--- src/rtl/dp784_layer_sequencer.sv ---
// Layer sequencer for one DotProduct784 datapath: walks every output neuron,
// feeds row addresses, captures each score and tracks the signed argmax.
module dp784_layer_sequencer #(
    parameter int unsigned NEURONS      = 10,
    parameter int unsigned ROWS         = 28,
    parameter int unsigned DRAIN_CYCLES = 12,
    parameter int unsigned VAL_W        = 26
) (
    input  logic             clk,
    input  logic             GlobalReset,
    input  logic             start,
    output logic             busy,
    output logic             done,
    output logic             dp_clear,
    output logic             row_valid,
    output logic [4:0]       row_addr,
    output logic [3:0]       neuron_idx,
    input  logic [VAL_W-1:0] dp_value,
    output logic             score_valid,
    output logic [3:0]       score_idx,
    output logic [VAL_W-1:0] score_out,
    output logic [3:0]       class_id,
    output logic [VAL_W-1:0] class_score
);

    localparam int unsigned DW = (DRAIN_CYCLES > 1) ? $clog2(DRAIN_CYCLES) : 1;
    localparam logic [4:0]    LAST_ROW    = 5'(ROWS - 1);
    localparam logic [3:0]    LAST_NEURON = 4'(NEURONS - 1);
    localparam logic [DW-1:0] DRAIN_LOAD  = DW'(DRAIN_CYCLES - 1);

    typedef enum logic [2:0] {
        S_IDLE,
        S_CLEAR,
        S_FEED,
        S_DRAIN,
        S_CAPTURE,
        S_DONE
    } state_t;

    state_t                    state, state_nx;
    logic [DW-1:0]             drain_cnt;
    logic                      best_valid;
    logic [3:0]                best_idx;
    logic signed [VAL_W-1:0]   best_score;
    logic                      take_new;

    // Strict greater-than keeps the earlier (lower) index on ties.
    always_comb begin
        take_new = !best_valid || ($signed(dp_value) > best_score);
    end

    always_ff @(posedge clk) begin
        if (GlobalReset) state <= S_IDLE;
        else             state <= state_nx;
    end

    always_comb begin
        state_nx  = state;
        busy      = (state != S_IDLE);
        dp_clear  = (state == S_CLEAR);
        row_valid = (state == S_FEED);
        case (state)
            S_IDLE:    if (start) state_nx = S_CLEAR;
            S_CLEAR:   state_nx = S_FEED;
            S_FEED:    if (row_addr == LAST_ROW) state_nx = S_DRAIN;
            S_DRAIN:   if (drain_cnt == '0) state_nx = S_CAPTURE;
            S_CAPTURE: state_nx = (neuron_idx == LAST_NEURON) ? S_DONE : S_CLEAR;
            S_DONE:    state_nx = S_IDLE;
            default:   state_nx = S_IDLE;
        endcase
    end

    always_ff @(posedge clk) begin
        if (GlobalReset) begin
            row_addr    <= '0;
            neuron_idx  <= '0;
            drain_cnt   <= '0;
            best_valid  <= 1'b0;
            best_idx    <= '0;
            best_score  <= '0;
            score_valid <= 1'b0;
            score_idx   <= '0;
            score_out   <= '0;
            class_id    <= '0;
            class_score <= '0;
            done        <= 1'b0;
        end else begin
            score_valid <= 1'b0;
            done        <= 1'b0;
            row_addr    <= '0;
            case (state)
                S_IDLE: begin
                    best_valid <= 1'b0;
                    if (start) neuron_idx <= '0;
                end
                S_FEED: begin
                    if (row_addr == LAST_ROW) begin
                        drain_cnt <= DRAIN_LOAD;
                    end else begin
                        row_addr <= row_addr + 5'd1;
                    end
                end
                S_DRAIN: begin
                    if (drain_cnt != '0) drain_cnt <= drain_cnt - DW'(1);
                end
                S_CAPTURE: begin
                    score_out   <= dp_value;
                    score_idx   <= neuron_idx;
                    score_valid <= 1'b1;
                    if (take_new) begin
                        best_score <= $signed(dp_value);
                        best_idx   <= neuron_idx;
                        best_valid <= 1'b1;
                    end
                    if (neuron_idx != LAST_NEURON) neuron_idx <= neuron_idx + 4'd1;
                end
                S_DONE: begin
                    class_id    <= best_idx;
                    class_score <= best_score;
                    done        <= 1'b1;
                    neuron_idx  <= '0;
                end
                default: ;
            endcase
        end
    end

endmodule
--- config.mk ---
export PLATFORM = sky130hd
export DESIGN_NAME = dp784_layer_sequencer
export DESIGN_NICKNAME = d
export VERILOG_FILES = /design/src/rtl/dp784_layer_sequencer.sv
export SDC_FILE = /design/constraint.sdc
export NUM_CORES = 1
export LEC_CHECK = 0
export ABC_AREA = 1
export CORE_MARGIN = 2
export CORE_UTILIZATION = 40
export CTS_CLUSTER_DIAMETER = 40
export CTS_CLUSTER_SIZE = 14
export DETAILED_ROUTE_END_ITERATION = 6
export DONT_BUFFER_PORTS = 1
export PLACE_DENSITY_LB_ADDON = 0.25
export SETUP_SLACK_MARGIN = 0.2
export SYNTH_ARGS = -nofsm -noshare
export SYNTH_HDL_FRONTEND = slang
export SYNTH_SLANG_ARGS = --single-unit
export TNS_END_PERCENT = 1
--- constraint.sdc ---
create_clock -name clk -period 2.35 [get_ports clk]
set_input_delay 0.235 -clock clk [delete_from_list [all_inputs] [get_ports clk]]
set_output_delay 0.235 -clock clk [all_outputs]
set_load 0.01 [all_outputs]
### Congestion heat map, run 1

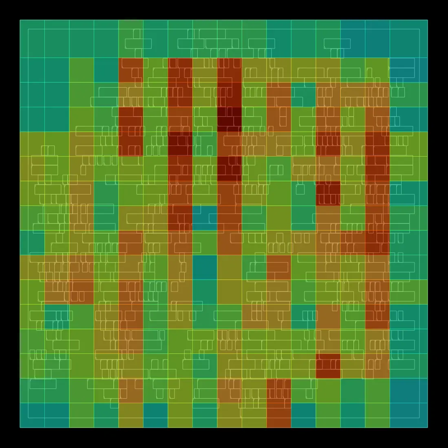
met2 usage in global routing: 29.0%
met1 Usage GRT: 22.2%

### Where the registers sit, run 1

Other sequential cells in the stronger gray, the rest of the logic in the fainter gray.
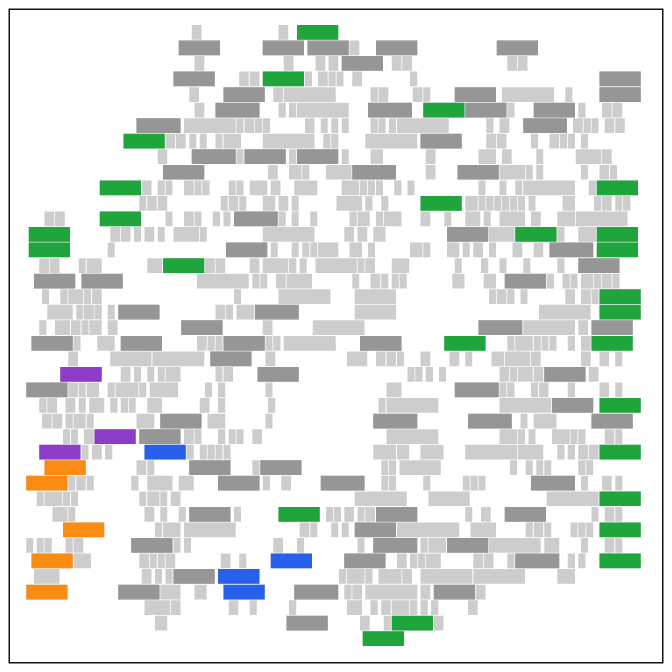
legend:
  row_addr:
    color: orange
    placed_flops: 5
    where: lower left
  score_out:
    color: green
    placed_flops: 26
    where: widely spread
  score_idx:
    color: blue
    placed_flops: 4
  state:
    color: purple
    placed_flops: 3

==> run summary, run 1 <==
Fp_density = 40.7%
CP Data Arrival Time = 2320 ps
Wire length per cell = 15.8 um
Cell row count = 40
Crit path capture type = flop
TritonRoute pass-1 iters = 6
Avg Inst Size Synth = 7.54 sq um
Tool Warnings = 28
FF-to-FF setup slack = 270 ps
Final worst setup slack = 271 ps
Drt drc = 0
Final worst path period share = 88.5%
Sw frac = 25.6%
Unique cell types = 35
Net switching power = 1.01 mW
Register area = 2200 sq um
Slowest cell on the critical path = dfxtp_2
Largest net degree at the start of global routing = 73
Logic area = 2560 sq um
Combinational Power Share = 12.9%
Ao+oa area frac = 12.9%
XOR/XNOR Area Share = 0.723%
Hold Fails Final Rpt = 0
Clock Tree Buf Depth = 2
Buffering overhead = 4.37%
Cell accounting for the most synthesized area = dfxtp_1
Diodes inserted = 0
Drt via density = 5.07
Fillcell total = 1181
Inverter count = 66
Asr flop ratio synth = 0%
Initial antenna violation count = 0
Cts hold-fix bufs = 1
RSZ-0062 raised after global routing = yes
Synth-to-Final Area Change = 18.1%
Final nets = 699
Comb/total area = 44.7%
Drt initial violations = 202
Sequential share of power = 49.3%
Status = complete, no violations
Fa+ha+maj area frac = 7.75%
Synth top cells by count = nor2_1, dfxtp_1, nand2_1
Share of layout cells above drive strength 1 = 19.0%
Leak = 2.36 nW
HP Start = dp_value[2]
Late-Pin Clk Latency = 350 ps
R2R Path End = best_score[25]
Post-synthesis sequential area ratio = 45.0%
Critical path class = reg -> reg
Yosys warning count = 0
Slew Viols, Final = 0
Core area = 11900 sq um
Final tally of setup violations = 0
Synth Net Count = 702
Worst rel slew slack = 44.9%
Crit path max fanout = 8
Most instantiated library cell after synthesis = nor2_1
And+or+nand+nor area frac = 24.7%
R2R Path Start = best_score[23]
Cell count after synthesis = 643
Post-synth top area share = 45.0%
GPL Wtd Cong = 0.848
Critical path's largest stage delay = 330 ps
Htree depth = 3
Bufs w/o clock = 18
Grt ovf = 0
Yosys cell count = 643
Die area = 13000 sq um
Clock power frac = 37.8%
Min-Delay Path Class = in -> reg
Slew @ Worst Pin = 826 ps
Depth of the most critical reg-to-reg path = 12
Top cells by area = dfxtp_1, nor2_1, nand2_1
Routed WL = 12500 um
Min-Delay Path Depth = 2
Power Clock = 1.50 mW
Clock buffers = 12
Clock buf/inv share = 4.92%
Setup TNS Final = 0 ps
### I/O pins on the die edge, run 1

Pins as bars across the die edge, other pins in gray.
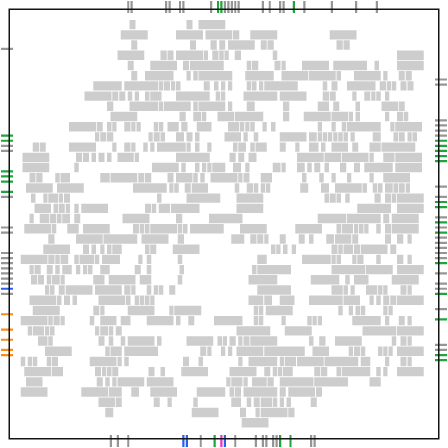
legend:
  score_valid:
    color: magenta
    pins: 1
    direction: output
    edge: bottom
  score_idx:
    color: blue
    pins: 4
    direction: output
    edge: 3 bottom, 1 left
  score_out:
    color: green
    pins: 26
    direction: output
    edge: 14 right, 6 left, 3 bottom, 3 top
  row_addr:
    color: orange
    pins: 5
    direction: output
    edge: left
all pins by edge: 35 right, 26 left, 23 top, 19 bottom

## run 1: cells in the final DEF (no fill, tap or decap), types with 16 or more instances in the layout
cell type / n
nor2_1: 107
dfxtp_2: 18
nor3_1: 29
o21ai_0: 40
dfxtp_1: 91
a21oi_2: 18
nand2_1: 97
nand3_1: 16
a21oi_1: 57
inv_1: 53
## run 1: layer usage
metal | global-route usage (%) | up-vias | part of all wire [%]
li1 | - | 2059 | -
met2 | 29.0 | 93 | 47
met4 | 6.67 | 0 | 1.3
met3 | 7.36 | 11 | 8.1
met5 | 0 | - | 0
met1 | 22.2 | 1844 | 44
## run 1: metrics by stage
stage / hold slack, ps / instance area, sq um / power [mW] / cells
after floorplan: 383 / 4850 / 2.30 / 643
after CTS: 17.6 / 5240 / 3.88 / 779
after global routing: 39.2 / 5720 / 4.12 / 790
after global placement: 313 / 4920 / 2.36 / 764
final: 31.3 / 5720 / 3.95 / 790
after detailed placement: 314 / 4920 / 2.37 / 764
## run 1: worst max-delay path by stage
stage                endpoint           start
3_3_place_gp    best_score[4]  best_score[25]
2_1_floorplan  best_score[16]  best_score[25]
4_1_cts         best_score[3]  best_score[25]
6_report       best_score[25]  best_score[23]
5_1_grt        best_score[13]   best_score[9]
3_5_place_dp    best_score[3]  best_score[25]
## run 1: worst max-delay path, delay by kind of cell, from the launching register on
family | cells | cell delay, ps
buffers and inverters | 2 | 250
DFF | 1 | 330
adders and majority gates | 1 | 280
AOI/OAI and AO/OA | 1 | 130
and+or+nand+nor | 8 | 970
## run 1: sequential cells by signal, summed over array words and instances (netlist names), 5 cells and up
name and flops:
best_score 26, class_score 26, row_addr 5, score_out 26
### Clock distribution, run 1

Bar = 20 um.
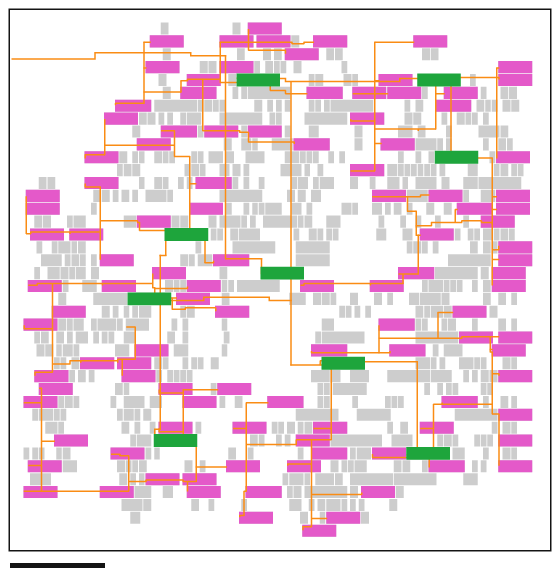

==> run 1 -> run 2 <==
Settings changed: ABC_AREA 1 to not set, CORE_UTILIZATION 40 to 30.
### Clock distribution, run 2

Bar = 50 um.
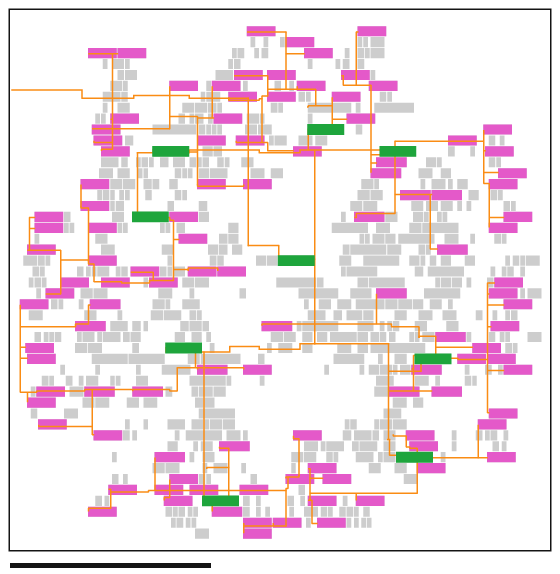
legend:
  clock-net drivers:
    color: green
    count: 9
  clock wires:
    color: orange
    length: 1430 um
  flip-flops:
    color: magenta
    count: 109
routed clock nets: 10
flops lie: widely spread

==> run summary, run 2 <==
Clock sinks = 109
Post-synth top area share = 42.7%
Critical path's largest stage delay = 440 ps
Most instantiated library cell after synthesis = nand2_1
Final worst path period share = 98.8%
Drt drc = 0
Finished Cell Area = 6240 sq um
Largest regs = best_score (26), class_score (26), score_out (26)
Met2 wire length = 6340 um
Diodes inserted = 0
Slew Viols, Final = 0
Vias in the first global route = 3893
Met1 WL = 5550 um
Critical Path RT = 2590 ps
Worst path buffer plus inverter count = 3
Cell row count = 47
Critical path class = reg -> reg
Fp_density = 30.7%
Wire length per cell = 15.7 um
Top Usage Layer GRT = met2
Unique cell types = 48
Met2 usage in global routing = 24.5%
Final Hold Slack = 12.7 ps
Crit path capture type = flop
Fillcell total = 1695
Slowest cell on the critical path = o41ai_4
Synth top cells by count = nand2_1, dfxtp_1, a21oi_1
Routed WL = 13200 um
Top routing layer in use = met4
Register area = 2210 sq um
Crit path max fanout = 6
Post-synthesis sequential area ratio = 42.7%
Min-Delay Path Class = in -> reg
Htree depth = 3
Leak = 2.12 nW
Share of layout cells above drive strength 1 = 25.2%
Drt initial violations = 152
Dpl cell area = 5340 sq um
RSZ-0062 raised after global routing = yes
Avg Inst Size Synth = 8.60 sq um
Slew @ Worst Pin = 479 ps
Met3 wire len = 984 um
Pre-CTS WS = -33.1 ps
Flip-flops with a built-in enable = 0
Largest net degree at the start of global routing = 73
Final tally of setup violations = 0
Status = complete, no violations
GPL Wtd Cong = 0.737
Tool Warnings = 29
Grt ovf = 0
Top cell excl fill/tap = nand2_1
Top Layout Cells = nand2_1, dfxtp_1, a21oi_1
Clock Tree Buf Depth = 2
Cell count after synthesis = 594
Late-Pin Clk Latency = 360 ps
Asr flop ratio synth = 0%
Non-filler instance count after layout = 838
Final nets = 673
Post-placement cell count = 791
Hold Fails Final Rpt = 0
GR Util met3 = 5.78%
Post-route ant nets = 0
Setup TNS Final = 0 ps
Core area = 16600 sq um
Yosys cell count = 594
CP Data Arrival Time = 2560 ps
Met1 Usage GRT = 17.1%
TritonRoute pass-1 iters = 4
Cell accounting for the most synthesized area = dfxtp_1
Logic area = 2890 sq um
Delay-heaviest family, CP = AND-OR/OR-AND gates
Synth-to-Final Area Change = 22.2%
Drt via density = 4.68
Top cells by area = dfxtp_1, nand2_1, or2b_2
Initial antenna violation count = 0
Synth Net Count = 653
Total Power = 3.68 mW
Die area = 18100 sq um
Vias = 3925
Worst rel slew slack = 68.0%
Final worst setup slack = 28.9 ps
DP HPWL = 8650 um
### Met4 routing, run 2

Cells faint in the background.
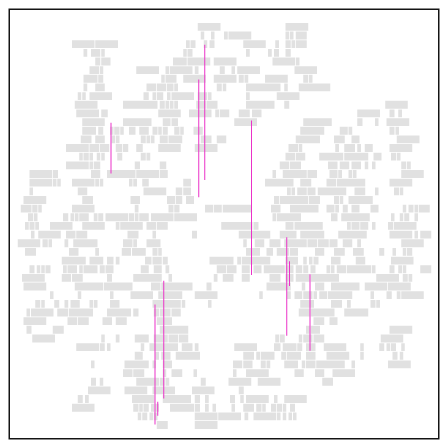
longest straight run: 48.3 um
share of all routed wire: 2.2%

[run 2: netlist changes by cell type in the layout (fill, tap and decap cells not counted), moves of 30 or more]
| cell | previous run | this run |
|---|---|---|
| nor2_1 | 107 | 21 |
| mux2i_1 | 0 | 31 |
| or2b_2 | 0 | 55 |
| o21ai_0 | 40 | 2 |
| inv_1 | 53 | 23 |
| nand2_1 | 97 | 133 |
[run 2: repair_timing]
item,CTS,global route
gates cloned,2,0
gates resized,24,36
setup buffers,5,13
hold buffers,12,0
pin swaps,7,18
setup endpoints to repair,30,30
endpoints found under the hold margin,72,0
[run 2: worst paths after layout]
check / slack (ps) / depth (start not counted) / endpoint / from
setup / recovery: 30 / 10 / best_score[13] / best_score[21]
hold reg to reg: 450 / 2 / class_id[0] / best_idx[0]
setup reg to reg: 30 / 10 / best_score[13] / best_score[21]
hold / removal: 10 / 2 / score_out[7] / dp_value[7]
[run 2: final cells by class]
class,instances,area share (%)
multi-input cells,419,46.4
flip-flops and latches,109,35.4
repair buffers,42,6.98
well taps,220,4.41
clock buffers,11,3.73
inverters,33,1.98
clock inverters,4,1.18
[run 2: where the power goes]
group          total (mW)  leakage, nW  internal, mW  switching [mW]
clock network        1.61        0.150         0.930           0.677
logic               0.212         1.09         0.108           0.104
registers            1.86        0.888          1.85          0.0110
total                3.68         2.12          2.89           0.792
[run 2: cell families (layout without fill, tap and decap cells)]
logic type               Yosys count  in the layout  synth area share, %
multiplexers                      31             31                 6.07
adder cells (fa/ha/maj)           30             30                 7.35
XOR/XNOR                           7              7                 1.20
buffers and inverters             66             90                 5.39
AND/OR/NAND/NOR                  254            254                 26.7
AND-OR/OR-AND                     97             97                 10.6
flip-flops                       109            109                 42.7
No activity file was given, so power comes from the tool's default toggle rates.
